### src/rtl/key_pkg.sv
`default_nettype none
// ============================================================================
// Module      : key_pkg
// Description : Shared FSM state encoding and default timing for the
//               push-button pulse generator.
// Revision    : 1.0 - initial release
// ============================================================================
package key_pkg;

    typedef enum logic [2:0] {
        ST_IDLE       = 3'd0,
        ST_PRESS_DB   = 3'd1,
        ST_HELD       = 3'd2,
        ST_REPEAT     = 3'd3,
        ST_RELEASE_DB = 3'd4
    } key_state_t;

    localparam int unsigned c_DEF_N_KEYS          = 3;
    localparam int unsigned c_DEF_DEBOUNCE_CYCLES = 50000;
    localparam int unsigned c_DEF_REPEAT_DELAY    = 25000000;
    localparam int unsigned c_DEF_REPEAT_PERIOD   = 5000000;

    function automatic int unsigned max2(input int unsigned a, input int unsigned b);
        return (a > b) ? a : b;
    endfunction

endpackage
`default_nettype wire

### src/rtl/key_channel.sv
`default_nettype none
// ============================================================================
// Module      : key_channel
// Description : One push-button channel: synchronizer, debounce/repeat FSM
//               and a shared saturating timer.
// Revision    : 1.0 - initial release
// ============================================================================
module key_channel
    import key_pkg::*;
#(
    parameter int unsigned DEBOUNCE_CYCLES = c_DEF_DEBOUNCE_CYCLES,
    parameter int unsigned REPEAT_DELAY    = c_DEF_REPEAT_DELAY,
    parameter int unsigned REPEAT_PERIOD   = c_DEF_REPEAT_PERIOD,
    parameter bit          REPEAT_EN       = 1'b1
) (
    input  logic clk,
    input  logic rst,
    input  logic i_key_n,
    output logic o_pulse,
    output logic o_level
);

    // A delay or period of 1 would put two pulses on adjacent cycles.
    localparam int unsigned c_DELAY   = max2(REPEAT_DELAY, 2);
    localparam int unsigned c_PERIOD  = max2(REPEAT_PERIOD, 2);
    localparam int unsigned c_CNT_MAX = max2(DEBOUNCE_CYCLES, max2(c_DELAY, c_PERIOD));
    localparam int unsigned CW        = $clog2(c_CNT_MAX) + 1;

    localparam logic [CW-1:0] c_DB_CNT     = CW'(DEBOUNCE_CYCLES);
    localparam logic [CW-1:0] c_DELAY_CNT  = CW'(c_DELAY);
    localparam logic [CW-1:0] c_PERIOD_CNT = CW'(c_PERIOD);
    localparam logic [CW-1:0] c_CNT_ONE    = CW'(1);

    logic          r_sync1;
    logic          r_sync2;
    key_state_t    r_state;
    key_state_t    w_state_nxt;
    logic [CW-1:0] r_cnt;
    logic [CW-1:0] w_cnt_nxt;
    logic [CW-1:0] w_cnt_inc;
    logic          r_pulse;
    logic          w_pulse_nxt;
    logic          r_level;
    logic          w_level_nxt;
    logic          w_pressed;

    assign w_pressed = ~r_sync2;
    assign w_cnt_inc = (&r_cnt) ? r_cnt : (r_cnt + c_CNT_ONE);

    always_ff @(posedge clk) begin
        if (rst) begin
            r_sync1 <= 1'b1;
            r_sync2 <= 1'b1;
            r_state <= ST_IDLE;
            r_cnt   <= '0;
            r_pulse <= 1'b0;
            r_level <= 1'b0;
        end else begin
            r_sync1 <= i_key_n;
            r_sync2 <= r_sync1;
            r_state <= w_state_nxt;
            r_cnt   <= w_cnt_nxt;
            r_pulse <= w_pulse_nxt;
            r_level <= w_level_nxt;
        end
    end

    always_comb begin
        w_state_nxt = r_state;
        w_cnt_nxt   = w_cnt_inc;
        w_pulse_nxt = 1'b0;
        w_level_nxt = r_level;
        case (r_state)
            ST_IDLE: begin
                w_cnt_nxt   = '0;
                w_level_nxt = 1'b0;
                if (w_pressed) begin
                    w_state_nxt = ST_PRESS_DB;
                end
            end
            ST_PRESS_DB: begin
                if (!w_pressed) begin
                    w_state_nxt = ST_IDLE;
                    w_cnt_nxt   = '0;
                end else if (w_cnt_inc == c_DB_CNT) begin
                    w_state_nxt = ST_HELD;
                    w_cnt_nxt   = '0;
                    w_pulse_nxt = 1'b1;
                    w_level_nxt = 1'b1;
                end
            end
            ST_HELD: begin
                if (!w_pressed) begin
                    w_state_nxt = ST_RELEASE_DB;
                    w_cnt_nxt   = '0;
                end else if (REPEAT_EN && (w_cnt_inc == c_DELAY_CNT)) begin
                    w_state_nxt = ST_REPEAT;
                    w_cnt_nxt   = '0;
                    w_pulse_nxt = 1'b1;
                end
            end
            ST_REPEAT: begin
                if (!w_pressed) begin
                    w_state_nxt = ST_RELEASE_DB;
                    w_cnt_nxt   = '0;
                end else if (w_cnt_inc == c_PERIOD_CNT) begin
                    w_cnt_nxt   = '0;
                    w_pulse_nxt = 1'b1;
                end
            end
            ST_RELEASE_DB: begin
                if (w_pressed) begin
                    w_state_nxt = ST_HELD;
                    w_cnt_nxt   = '0;
                end else if (w_cnt_inc == c_DB_CNT) begin
                    w_state_nxt = ST_IDLE;
                    w_cnt_nxt   = '0;
                    w_level_nxt = 1'b0;
                end
            end
            default: begin
                w_state_nxt = ST_IDLE;
                w_cnt_nxt   = '0;
                w_level_nxt = 1'b0;
            end
        endcase
    end

    assign o_pulse = r_pulse;
    assign o_level = r_level;

endmodule
`default_nettype wire

### src/rtl/key_pulse_gen.sv
`default_nettype none
// ============================================================================
// Module      : key_pulse_gen
// Description : N_KEYS independent debounced push-button pulse generators
//               with optional auto-repeat.
// Revision    : 1.0 - initial release
// ============================================================================
module key_pulse_gen
    import key_pkg::*;
#(
    parameter int unsigned N_KEYS          = c_DEF_N_KEYS,
    parameter int unsigned DEBOUNCE_CYCLES = c_DEF_DEBOUNCE_CYCLES,
    parameter int unsigned REPEAT_DELAY    = c_DEF_REPEAT_DELAY,
    parameter int unsigned REPEAT_PERIOD   = c_DEF_REPEAT_PERIOD,
    parameter bit          REPEAT_EN       = 1'b1
) (
    input  logic              clk,
    input  logic              rst,
    input  logic [N_KEYS-1:0] key_n,
    output logic [N_KEYS-1:0] pulse,
    output logic [N_KEYS-1:0] level
);

    for (genvar gi = 0; gi < N_KEYS; gi++) begin : g_chan
        key_channel #(
            .DEBOUNCE_CYCLES (DEBOUNCE_CYCLES),
            .REPEAT_DELAY    (REPEAT_DELAY),
            .REPEAT_PERIOD   (REPEAT_PERIOD),
            .REPEAT_EN       (REPEAT_EN)
        ) u_chan (
            .clk     (clk),
            .rst     (rst),
            .i_key_n (key_n[gi]),
            .o_pulse (pulse[gi]),
            .o_level (level[gi])
        );
    end

endmodule
`default_nettype wire
### config.mk
export PLATFORM = sky130hd
export DESIGN_NAME = key_pulse_gen
export DESIGN_NICKNAME = d
export VERILOG_FILES = /design/src/rtl/key_pkg.sv /design/src/rtl/key_channel.sv /design/src/rtl/key_pulse_gen.sv
export SDC_FILE = /design/constraint.sdc
export NUM_CORES = 1
export LEC_CHECK = 0
export ABC_CLOCK_PERIOD_IN_PS = 4200
export CORE_MARGIN = 5
export CORE_UTILIZATION = 30
export CTS_BUF_LIST = sky130_fd_sc_hd__clkbuf_2 sky130_fd_sc_hd__clkbuf_4 sky130_fd_sc_hd__clkbuf_8
export DETAILED_ROUTE_END_ITERATION = 7
export HOLD_SLACK_MARGIN = 0.12
export PLACE_DENSITY_LB_ADDON = 0.3
export RECOVER_POWER = 25
export SETUP_SLACK_MARGIN = 0.1
export SKIP_LAST_GASP = 1
export SLEW_MARGIN = 5
export SYNTH_ARGS = -nofsm -noshare
export SYNTH_HDL_FRONTEND = slang
export SYNTH_SLANG_ARGS = --single-unit
### constraint.sdc
create_clock -name clk -period 4.2 [get_ports clk]
set_clock_uncertainty 0.1 [all_clocks]
set_input_delay 0.84 -clock clk [delete_from_list [all_inputs] [get_ports clk]]
set_output_delay 0.84 -clock clk [all_outputs]
set_load 0.01 [all_outputs]
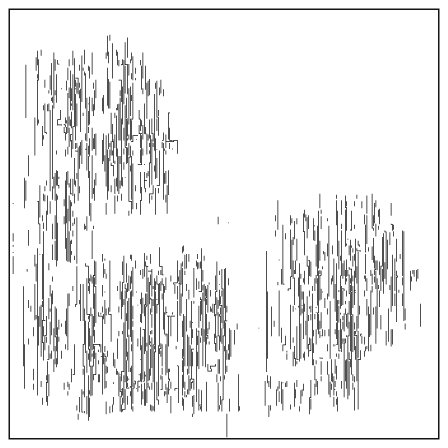
**Above:** signal wires on met2.
main direction = vertical
longest straight run = 53.0 um
wire length on this layer = 7140 um
share of all routed wire = 44%

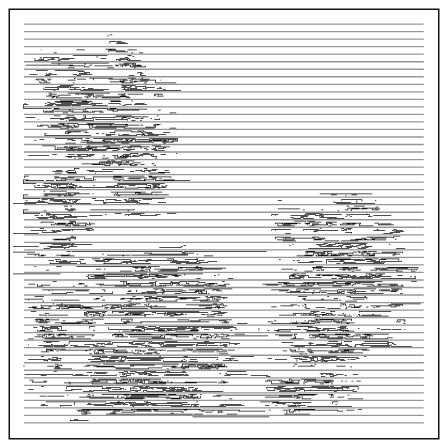
**Above:** met1 routing.
Supply wires on this layer in gray.
wire length on this layer = 8060 um
longest straight run = 39.8 um
main direction = horizontal
nets with wire on the layer = 759
M1 GR Usage: 0.194
via count: 5692
aggregate routed wire length: 16.2 mm

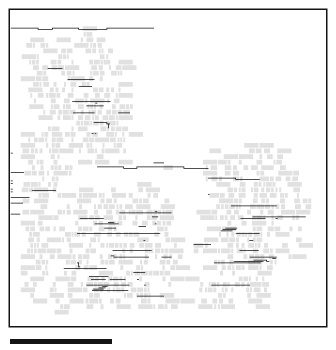
**Above:** M3 wires.
Bar = 50 um.
wire length on this layer = 729 um
longest straight run = 40.5 um
nets with wire on the layer = 56
main direction = horizontal
met3 track demand over resource in global routing: 0.0260

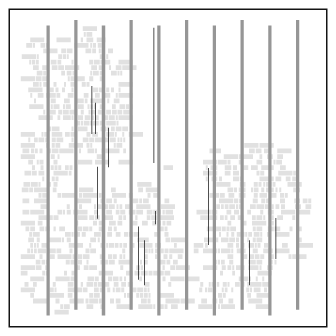
**Above:** M4 wires.
Supply wires on this layer in gray.
nets with wire on the layer = 9
share of all routed wire = 1.7%
main direction = vertical
wire length on this layer = 281 um
longest straight run = 66.0 um

sequential cells by signal, summed over array words and instances (netlist names):
register,count
g_chan.u_chan.r_cnt,78
g_chan.u_chan.r_state,9
g_chan.u_chan.o_level,3
g_chan.u_chan.o_pulse,3
g_chan.u_chan.r_sync1,3
g_chan.u_chan.r_sync2,3
synth_stat cells, drive strengths merged, types with 4 or more instances:
cell type	count
dfxtp	99
nor2	64
nor3	53
nand2	52
nand3	45
clkbuf	40
a21oi	35
xnor2	31
nand4	27
xor2	27
inv	23
o21ai	22
buf	20
and3	18
and4	18
nor4	15
nor3b	13
a211oi	11
a31oi	11
or2	11
or3	11
or4	11
mux2i	9
o211ai	9
and2	8
nor2b	8
o2111ai	8
o31ai	8
nor4b	6
mux2	5
nand2b	5
nand4b	5
o211a	5
a21boi	4
worst max-delay path, cell delays in order (launching register included):
cell       delay (ns)
dfxtp_1          0.51
nand3_2          0.19
or4_4            0.67
nor4_1           0.43
o22ai_1          0.12
or4_1            0.59
or4_4            0.58
o2bb2ai_2        0.16
a21oi_4          0.18
buf_12           0.19
a31oi_1          0.05
per-layer routing:
metal	wire, um	part of all wire
met5	0	0
met3	728	0.045
met2	7140	0.44
met4	280	0.017
met1	8060	0.50
area by class of cell:
cell class              instances  area [um2]  area share
repair buffers                 43         365      0.0528
flip-flops and latches         99        1980       0.287
inverters                      23        86.3      0.0125
well taps                     275         344      0.0498
clock inverters                 6        63.8     0.00923
multi-input cells             605        3940       0.570
clock buffers                  10         131      0.0190
per-stage QoR:
| step | hold slack (ns) | power [mW] |
|---|---|---|
| after CTS | 0.331 | 1.63 |
| after global placement | 0.293 | 0.991 |
| after floorplan | 0.289 | 0.981 |
| after detailed placement | 0.299 | 0.991 |
| after global routing | 0.344 | 1.67 |
| final | 0.326 | 1.60 |
how the worst min path moves through the flow:
| stage | startpoint | end | slack, ns |
|---|---|---|---|
| after floorplan | g_chan[0].u_chan.r_sync1 | g_chan[0].u_chan.r_sync2 | 0.29 |
| after global placement | g_chan[0].u_chan.r_sync1 | g_chan[0].u_chan.r_sync2 | 0.29 |
| after detailed placement | g_chan[2].u_chan.r_sync1 | g_chan[2].u_chan.r_sync2 | 0.30 |
| after CTS | g_chan[2].u_chan.r_sync1 | g_chan[2].u_chan.r_sync2 | 0.33 |
| after global routing | g_chan[2].u_chan.r_sync1 | g_chan[2].u_chan.r_sync2 | 0.34 |
| final | g_chan[2].u_chan.r_sync1 | g_chan[2].u_chan.r_sync2 | 0.33 |
power groups by stage:
stage | combinational [mW] | clock (mW) | sequential, mW
2_1_floorplan | 0.0161 | 0 | 0.965
5_1_grt | 0.0250 | 0.694 | 0.947
3_5_place_dp | 0.0231 | 0 | 0.967
6_report | 0.0225 | 0.629 | 0.946
4_1_cts | 0.0232 | 0.660 | 0.946
3_3_place_gp | 0.0232 | 0 | 0.967
kinds of logic after synthesis:
family,Yosys count
mux,14
compound gates,147
buf+inv,83
fa+ha+maj,3
xor+xnor,58
flops,99
simple gates,383
==> notes.md <==
Implementation results. Row count landed at 53. Yosys cell count landed at 787. The run finished with clean final reports. Per the final layout report, the fraction of cells sized above drive strength 1 comes to 0.121. Minimum setup slack among reg-to-reg paths landed at 0.27 ns. Number of top-level design ports landed at 11.

0 antenna diodes ended up in the layout. The HPWL after detailed placement is 12.0 mm. In the routed layout, each cell is associated on average with a via count of 5.36. Number of levels the H-tree was split into landed at 3. Fraction of registers with async set/reset landed at 0.

Number of buffers added on ports landed at 10. Net switching power landed at 406 uW. Looking at the cell usage after synthesis, the top flip-flop cell is dfxtp_1. The area fraction of the largest cell type after synthesis is 0.316. In this run the maximum-capacitance check reported violations numbering 0.

The detail route stage leaves a number of antenna-violating nets equal to 0. The most critical setup path has its endpoint at g_chan[1].u_chan.r_cnt[15]. The transition time recorded at the tightest slew-check pin is 1.10 ns. The OpenROAD report gives the critical path a required time of 4.33 ns.
No activity file was given, so power comes from the tool's default toggle rates.
